File: config.mk
export PLATFORM = sky130hd
export DESIGN_NAME = dmem_arbiter
export DESIGN_NICKNAME = d
export VERILOG_FILES = /design/src/rtl/dmem_arb_pkg.sv /design/src/rtl/rr_arb2.sv /design/src/rtl/dmem_arbiter.sv
export SDC_FILE = /design/constraint.sdc
export NUM_CORES = 1
export LEC_CHECK = 0
export CAP_MARGIN = 25
export CORE_UTILIZATION = 37
export DETAILED_ROUTE_END_ITERATION = 16
export HOLD_SLACK_MARGIN = 0.05
export PLACE_DENSITY = 0.77
export SYNTH_ARGS = -nofsm -noshare
export SYNTH_HDL_FRONTEND = slang
export SYNTH_HIERARCHICAL = 1
export SYNTH_SLANG_ARGS = --single-unit
File: constraint.sdc
create_clock -name clk -period 4.8 [get_ports clk]
set_input_delay 0.96 -clock clk [delete_from_list [all_inputs] [get_ports clk]]
set_output_delay 0.96 -clock clk [all_outputs]
set_load 0.01 [all_outputs]
File: src/rtl/dmem_arb_pkg.sv
// dmem_arb_pkg: shared widths, FSM encoding and address check for the dmem arbiter
package dmem_arb_pkg;
  localparam int DATA_W = 32;
  localparam int ADDR_W = 32;
  localparam int PORT_W = 1;
  typedef enum logic {ST_IDLE, ST_ACCESS} state_t;
  // Unsigned 32-bit compare, so addresses near 2^32 are rejected rather than wrapping.
  function automatic logic addr_ok(input logic [ADDR_W-1:0] addr, input int unsigned mem_bytes);
    return (addr[1:0] == 2'b00) && (addr <= ADDR_W'(mem_bytes - 4));
  endfunction
endpackage

File: src/rtl/rr_arb2.sv
// rr_arb2: two-way round-robin grant, the port not granted last wins a tie
module rr_arb2 (
  input  logic       clk,
  input  logic       rst,
  input  logic [1:0] req,
  input  logic       advance,
  output logic [1:0] gnt
);
  logic last_grant;
  always_comb gnt = (req == 2'b11) ? (last_grant ? 2'b01 : 2'b10) : req;
  always_ff @(posedge clk or posedge rst)
    if (rst) last_grant <= 1'b1;
    else if (advance) last_grant <= gnt[1];
endmodule

File: src/rtl/dmem_arbiter.sv
// dmem_arbiter: shares one dmem between two valid/ready ports, rejecting misaligned or out-of-range accesses
module dmem_arbiter
  import dmem_arb_pkg::*;
#(
  parameter int MEM_BYTES = 32,
  parameter int ERR_CNT_W = 16
) (
  input  logic                 clk,
  input  logic                 rst,
  input  logic                 p0_req_valid,
  output logic                 p0_req_ready,
  input  logic                 p0_req_we,
  input  logic [ADDR_W-1:0]    p0_req_addr,
  input  logic [DATA_W-1:0]    p0_req_wdata,
  output logic                 p0_rsp_valid,
  output logic [DATA_W-1:0]    p0_rsp_rdata,
  output logic                 p0_rsp_err,
  input  logic                 p1_req_valid,
  output logic                 p1_req_ready,
  input  logic                 p1_req_we,
  input  logic [ADDR_W-1:0]    p1_req_addr,
  input  logic [DATA_W-1:0]    p1_req_wdata,
  output logic                 p1_rsp_valid,
  output logic [DATA_W-1:0]    p1_rsp_rdata,
  output logic                 p1_rsp_err,
  output logic                 mem_write_en,
  output logic [ADDR_W-1:0]    mem_addr,
  output logic [DATA_W-1:0]    mem_write_data,
  input  logic [DATA_W-1:0]    mem_read_data,
  output logic [ERR_CNT_W-1:0] err_count
);
  state_t state, state_nxt;
  logic [1:0] req, gnt, rsp_valid, rsp_err;
  logic [1:0][DATA_W-1:0] rsp_rdata;
  logic accept, ok, we;
  logic [PORT_W-1:0] port;
  rr_arb2 u_arb (.clk(clk), .rst(rst), .req(req), .advance(accept), .gnt(gnt));
  // Requests are only visible to the arbiter in IDLE and outside reset, so ready stays low otherwise.
  always_comb begin
    req = (state == ST_IDLE && !rst) ? {p1_req_valid, p0_req_valid} : 2'b00;
    accept = |gnt;
    ok = addr_ok(mem_addr, MEM_BYTES);
    mem_write_en = (state == ST_ACCESS) && we && ok;
    state_nxt = accept ? ST_ACCESS : ST_IDLE;
  end
  always_ff @(posedge clk or posedge rst)
    if (rst) begin
      state <= ST_IDLE;
      port <= '0;
      we <= 1'b0;
      mem_addr <= '0;
      mem_write_data <= '0;
    end else begin
      state <= state_nxt;
      if (accept) begin
        port <= gnt[1];
        we <= gnt[1] ? p1_req_we : p0_req_we;
        mem_addr <= gnt[1] ? p1_req_addr : p0_req_addr;
        mem_write_data <= gnt[1] ? p1_req_wdata : p0_req_wdata;
      end
    end
  always_ff @(posedge clk or posedge rst)
    if (rst) begin
      rsp_valid <= '0;
      rsp_err <= '0;
      rsp_rdata <= '0;
      err_count <= '0;
    end else begin
      rsp_valid <= '0;
      if (state == ST_ACCESS) begin
        rsp_valid[port] <= 1'b1;
        rsp_err[port] <= !ok;
        rsp_rdata[port] <= (!we && ok) ? mem_read_data : '0;
        if (!ok && !(&err_count)) err_count <= err_count + 1'b1;
      end
    end
  assign p0_req_ready = gnt[0];
  assign p1_req_ready = gnt[1];
  assign p0_rsp_valid = rsp_valid[0];
  assign p1_rsp_valid = rsp_valid[1];
  assign p0_rsp_err = rsp_err[0];
  assign p1_rsp_err = rsp_err[1];
  assign p0_rsp_rdata = rsp_rdata[0];
  assign p1_rsp_rdata = rsp_rdata[1];
endmodule

==> notes.md, run 1 <==
Implementation numbers.

- The run finished with clean final reports.
- The number of warning messages in the logs reads 26.
- Synthesis inferred 152 register bits.
- The biggest fanout along the worst timing path reads 3.
- The first global-routing pass estimated 29.6 mm of wire.
- Detailed-route iteration 0 reported a violation count of 234.
- The final total negative setup slack reads 0 ns.
- The critical path's slowest stage uses the library cell sky130_fd_sc_hd__clkdlybuf4s50_1.
- The group drawing the most power reads registers.
- The total congestion overflow is 0.
- The launch point of the worst reg-to-reg path reads mem_addr[0].
- The most area-hungry cell type in the Yosys netlist reads sky130_fd_sc_hd__dfrtp_1.
- The number of rows in the core area is 48.
- The share of power burned in combinational logic is 24.9%.
- Headroom to the max-slew limit came out at 40.3%.
- Yosys reports a chip area of 0.00650 mm².
- The multi-input combinational cells in the finished layout cover a total of around 0.0025 mm².
- In the Yosys stats the netlist draws on 35 distinct library cells.
- The share of synthesized cell area in full adder, half adder and majority cells is 0.192%.
- The cell area after layout is around 0.010 mm².
- The destination of the worst register-to-register timing path reads p0_rsp_rdata[11].
- Per the CTS log, the maximum H-tree level is 4.
- The HPWL after detailed placement is 14.0 mm.
- In this run the post-CTS setup repair buffer count came out at 0.
- The area share of buffers outside the clock network reads 31.4%.
- The sum of buffers and inverters on the critical path is 1.
- Summing the areas of all xor and xnor instances in the mapped netlist gives ~2% of the synthesized area.
- The proportion of netlist area held by the largest area contributor is 58.1%.
- The critical path arrival reads 3.01 ns.
- The power dissipated in combinational cells is 0.934 mW.
- Excluding fillers, the count of instances in the completed layout stands at 1,172.
- Per STA, the endpoint of the critical path is mem_write_en.
- The start point of the worst hold path is rsp_err[1].
- The number of antenna diodes in the final layout is 2.
- The number of max-cap violations reads 0.
- The clock slew seen by the registers of the worst setup and hold paths is 0.06 ns.
- The initial core utilization reads ~38%.
- The number of non-clock buffers in the layout is 325.
- The iteration tally of the first detailed-router pass is 4.
- Per the layout area report, the sequential fraction of cell area is 36.6%.
- The type of destination of the critical path is an output port.
- The die covers 0.0181 mm².
- The routed length on met3 is 1.47 mm.
- The routing usage on met2 reads 35.4%.
- The flop-to-flop setup slack reads between 1.5 and 2 ns.
- For reference, the top logic cell family by area is simple AND/OR/NAND/NOR gates.
- The launching instance or port of the critical path is mem_addr[0].
Figure 1. Cell placement (run 1).
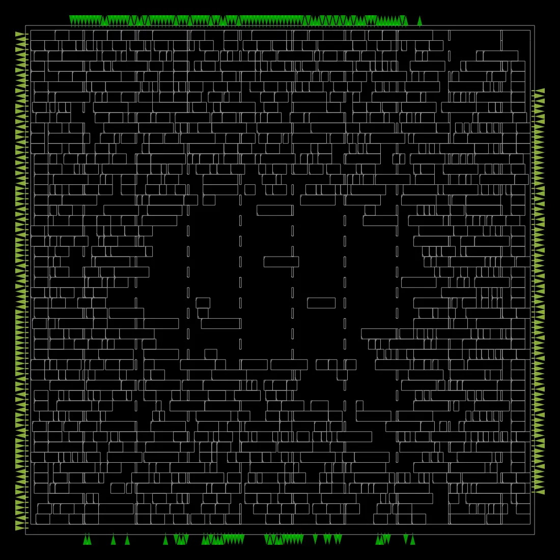
end-of-flow core utilization: 60.4%
placeable core area: 0.0172 mm²
filler cell count: 1,474

Figure 2. Port wiring (run 1).
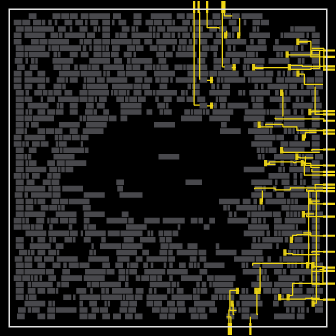
mem_read_data -> yellow  # bits 32, direction input, edge 24 east, 5 north, 3 south, end cells 32, buffers 32, wire 827 µm
boundary pin count: 317
port bufs: 316

Figure 3. Signal wires on met3 (run 1).
The bar under the picture is 50 µm long.
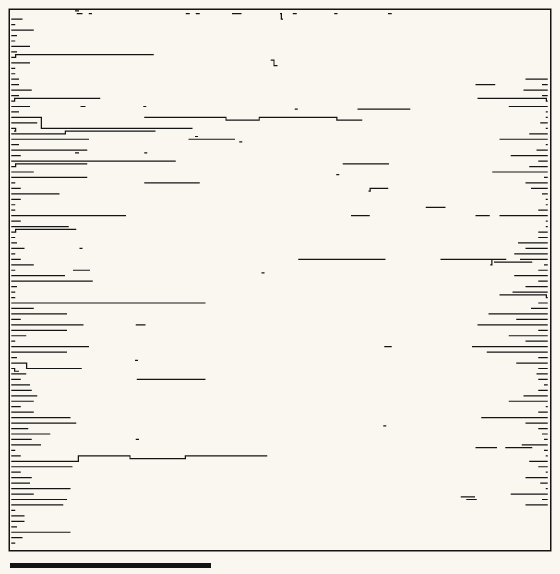
share of all routed wire = 7.6%
nets with wire on the layer = 196
routed wire length: 19.2 mm
total vias in the final route: 5,661
met3 usage: 6.94%

Figure 4. Selected gate families (run 1).
The bar under the picture is 50 µm long.
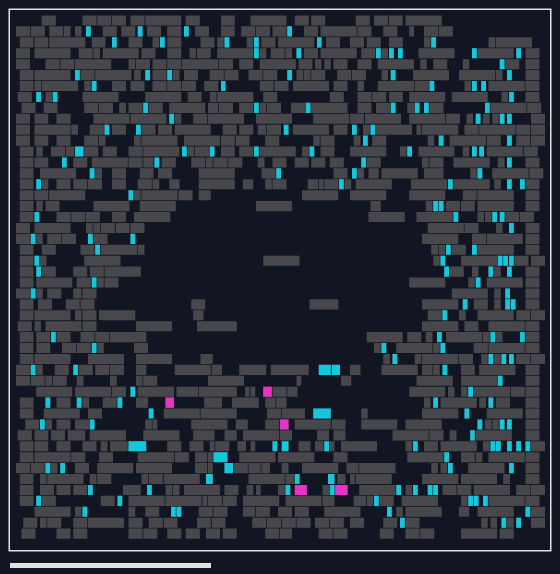

--- run 2 (diff from run 1) ---
--- a/config.mk
+++ b/config.mk
@@ -6,10 +6,10 @@
 export NUM_CORES = 1
 export LEC_CHECK = 0
 export CAP_MARGIN = 25
-export CORE_UTILIZATION = 37
+export CORE_UTILIZATION = 41
 export DETAILED_ROUTE_END_ITERATION = 16
 export HOLD_SLACK_MARGIN = 0.05
-export PLACE_DENSITY = 0.77
+export PLACE_DENSITY = 0.81
 export SYNTH_ARGS = -nofsm -noshare
 export SYNTH_HDL_FRONTEND = slang
 export SYNTH_HIERARCHICAL = 1
==> constraint.sdc (replaced) <==
create_clock -name clk -period 3.7 [get_ports clk]
set_input_delay 0.74 -clock clk [delete_from_list [all_inputs] [get_ports clk]]
set_output_delay 0.74 -clock clk [all_outputs]
set_load 0.01 [all_outputs]
Figure 5. Selected gate families (run 2).
The bar under the picture is 50 µm long.
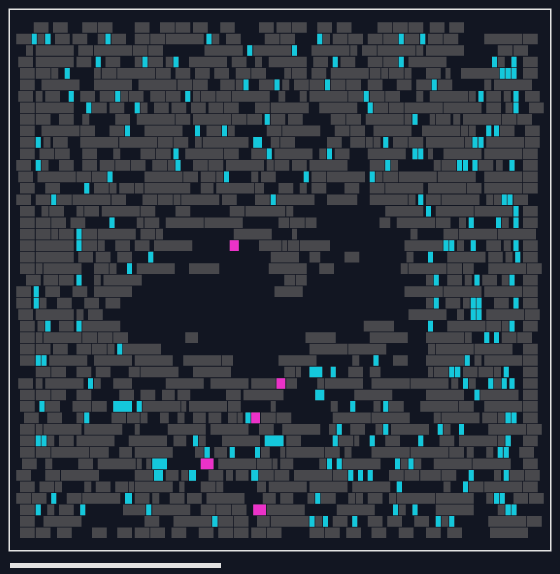
NAND gates -> cyan  # cells 178, most used nand2_1, where all over the die
AND and OR gates -> magenta  # cells 5
final cell count without fillers: 1,161
multi-input gate share of the layout cell area: 23.7%
most used logic cell in the final layout: sky130_fd_sc_hd__clkdlybuf4s50_1

Figure 6. Cell placement (run 2).
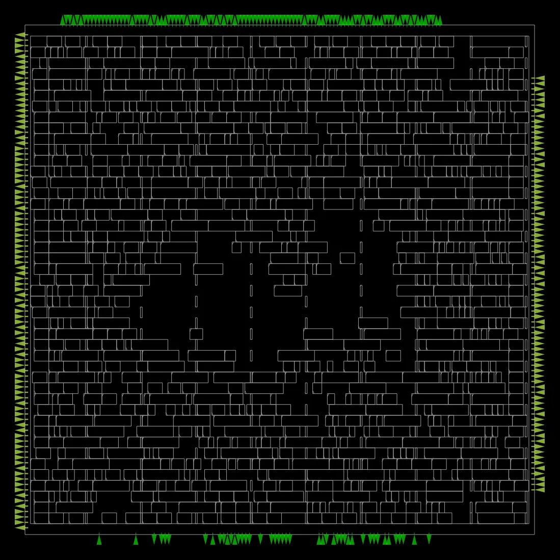
inserted tap cell count: 211
flop share of the area: 36.3%
# rows: 45
placeable core area: 0.0153 mm²
end-of-flow core utilization: 68.5%

==> run 2 against run 1 <==
Via count shrank 0.37%. Clock power grew 42%. Clock skew shrank 0.010 ns. Largest cell class unchanged. Global-route usage grew 2.5 points. Total power grew 34%. Utilization grew 8.1 points. Count of clock-buffer cells in the layout grew 3. Critical path type unchanged. Non-clock buffer count grew 2. Register-to-register slack lost 0.41 ns. Worst hold slack is essentially flat. Area after synthesis is the same.
==> notes.md, run 2 <==
Implementation numbers.

- The instance count of the mapped netlist is between 600 and 700.
- The via count of the first global-routing pass reads 5,662.
- In this run the power density over the cells is 478 mW/mm².
- The cell area after layout reads 0.0105 mm².
- The start point of the worst hold path is p1_rsp_rdata[8].
- The global-route met3 utilization reads 7.35%.
- The critical path startpoint category is a register.
- Looking at the clock tree report, the H-tree level count equals 4.
- The flop count reads roughly 150.
- The area share of buffers outside the clock network is 31.6%.
- In this run, the clock network consumes 33.7% of the power.
- The total overflow left after global routing is 0.
- The initial core utilization is 42.4%.
- The sequential power reads 2.09 mW.
- The post-synthesis register bit count reads roughly 150.
- The number of max-cap violations reads 0.
- The power dissipated in combinational cells is between 1 and 1.5 mW.
- The sum of buffers and inverters on the critical path is 1.
- The number of cells on the worst reg-to-reg path is 4.
- The worst-case max-slew headroom was logged as about 46%.
- After filler insertion, the fill cell instance count of the layout stands at 1,213.
- The final tally of hold violations is 0.
- The number of non-clock buffers in the layout reads 327.
- The sequential cell area fraction in the yosys report is between 50% and 60%.
- The launch point of the worst reg-to-reg path is mem_addr[15].
- For met2 alone, demand over resource in global routing was between 40% and 50%.
- After Yosys synthesis, XOR and XNOR cells account for slightly above 2% of the synthesized area.
- The wire length of the first global-routing pass is about 30 mm.
- The main area contributors are sky130_fd_sc_hd__dfrtp_1 (58%), sky130_fd_sc_hd__mux2i_1 (10%), sky130_fd_sc_hd__nand2_1 (9.8%).
- Combinational logic burns 24.6% of the power.
- The number of warning messages in the logs reads 27.
- The iteration tally of the first detailed-router pass reads 4.
- The slowest cell on the critical path is sky130_fd_sc_hd__clkdlybuf4s50_1.
- The area of combinational cells with multiple inputs is 0.00248 mm².
- The number of buffers added for setup after CTS reads 0.
- After routing, the total negative slack on setup checks comes to 0 ns.
- The cell with the most instances after synthesis reads sky130_fd_sc_hd__nand2_1.
- In the synthesized netlist, the dominant kind of combinational cell is simple AND/OR/NAND/NOR gates.
- The type of destination of the critical path is an output port.
- The synthesized netlist has a Yosys-reported chip area of 0.00650 mm².
- The flop-to-flop setup slack reads 1.39 ns.
- The destination of the worst register-to-register timing path is err_count[1].
- The most area-hungry cell type in the Yosys netlist reads sky130_fd_sc_hd__dfrtp_1.
- The count of inverters not on the clock network in the layout reads 11.
- The average footprint of a synthesized cell reads 10.3 µm².
- Checking hold timing, the worst path is listed with class register to register.
- The HPWL after detailed placement reads 14.1 mm.
- The share of synthesized area in the top cell type comes to 58.1%.
- The group drawing the most power reads registers.
- The wire length recorded after detailed routing is 19.2 mm.
- Per the detail_route log, met3 wirelength is 1.42 mm.
- The biggest fanout along the worst timing path is 3.
- In this run the critical path is formed by nor4_1, nand4_1, nor2_1, and3_1, clkdlybuf4s50_1.
- The antenna cell count is 1.
- The multi-input logic cell count is about 430.
- The end point of the critical path reads mem_write_en.
- The run finished with clean final reports.
- Clock tree buffers and inverters occupy 5.49% of the routed design's cell area.
- Of the total synthesized cell area, the portion taken by AND, OR, NAND and NOR gates is roughly 14%.
- The critical path arrival reads 2.65 ns.
- In this run the tool buffered the top-level ports with around 320 buffer cells.
- Once detail routing completed, the nets flagged for antenna violations numbered 0.
- The chip area is between 0.015 and 0.02 mm².
- Setup repair after global routing left no endpoint under its margin.
- The launching instance or port of the critical path reads mem_addr[15].
- The share of total power in sequential cells reads a little over two fifths.
- The DRC marker count from the first detailed-route iteration is 239.
- The share of synthesized cell area in full adder, half adder and majority cells reads 0.192%.
- On the worst setup and hold paths after CTS, the clock-pin slew comes to 0.06 ns.
- The count of boundary I/O pins reads 317.
- Of the available clock period, the critical path in the final layout requires 91.6%.
- The netlist uses 35 different library cells.
- The routed layout has 5,640 vias.
Figure 7. Port wiring (run 2).
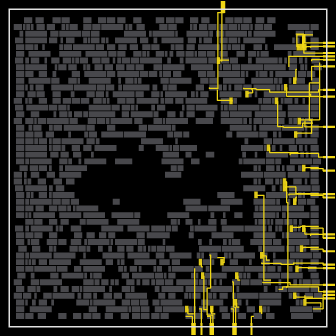
mem_read_data -> yellow  # bits 32, direction input, edge 22 east, 8 south, 2 north, end cells 32, buffers 32, wire 824 µm

Power is estimated from default activity; no workload was simulated.
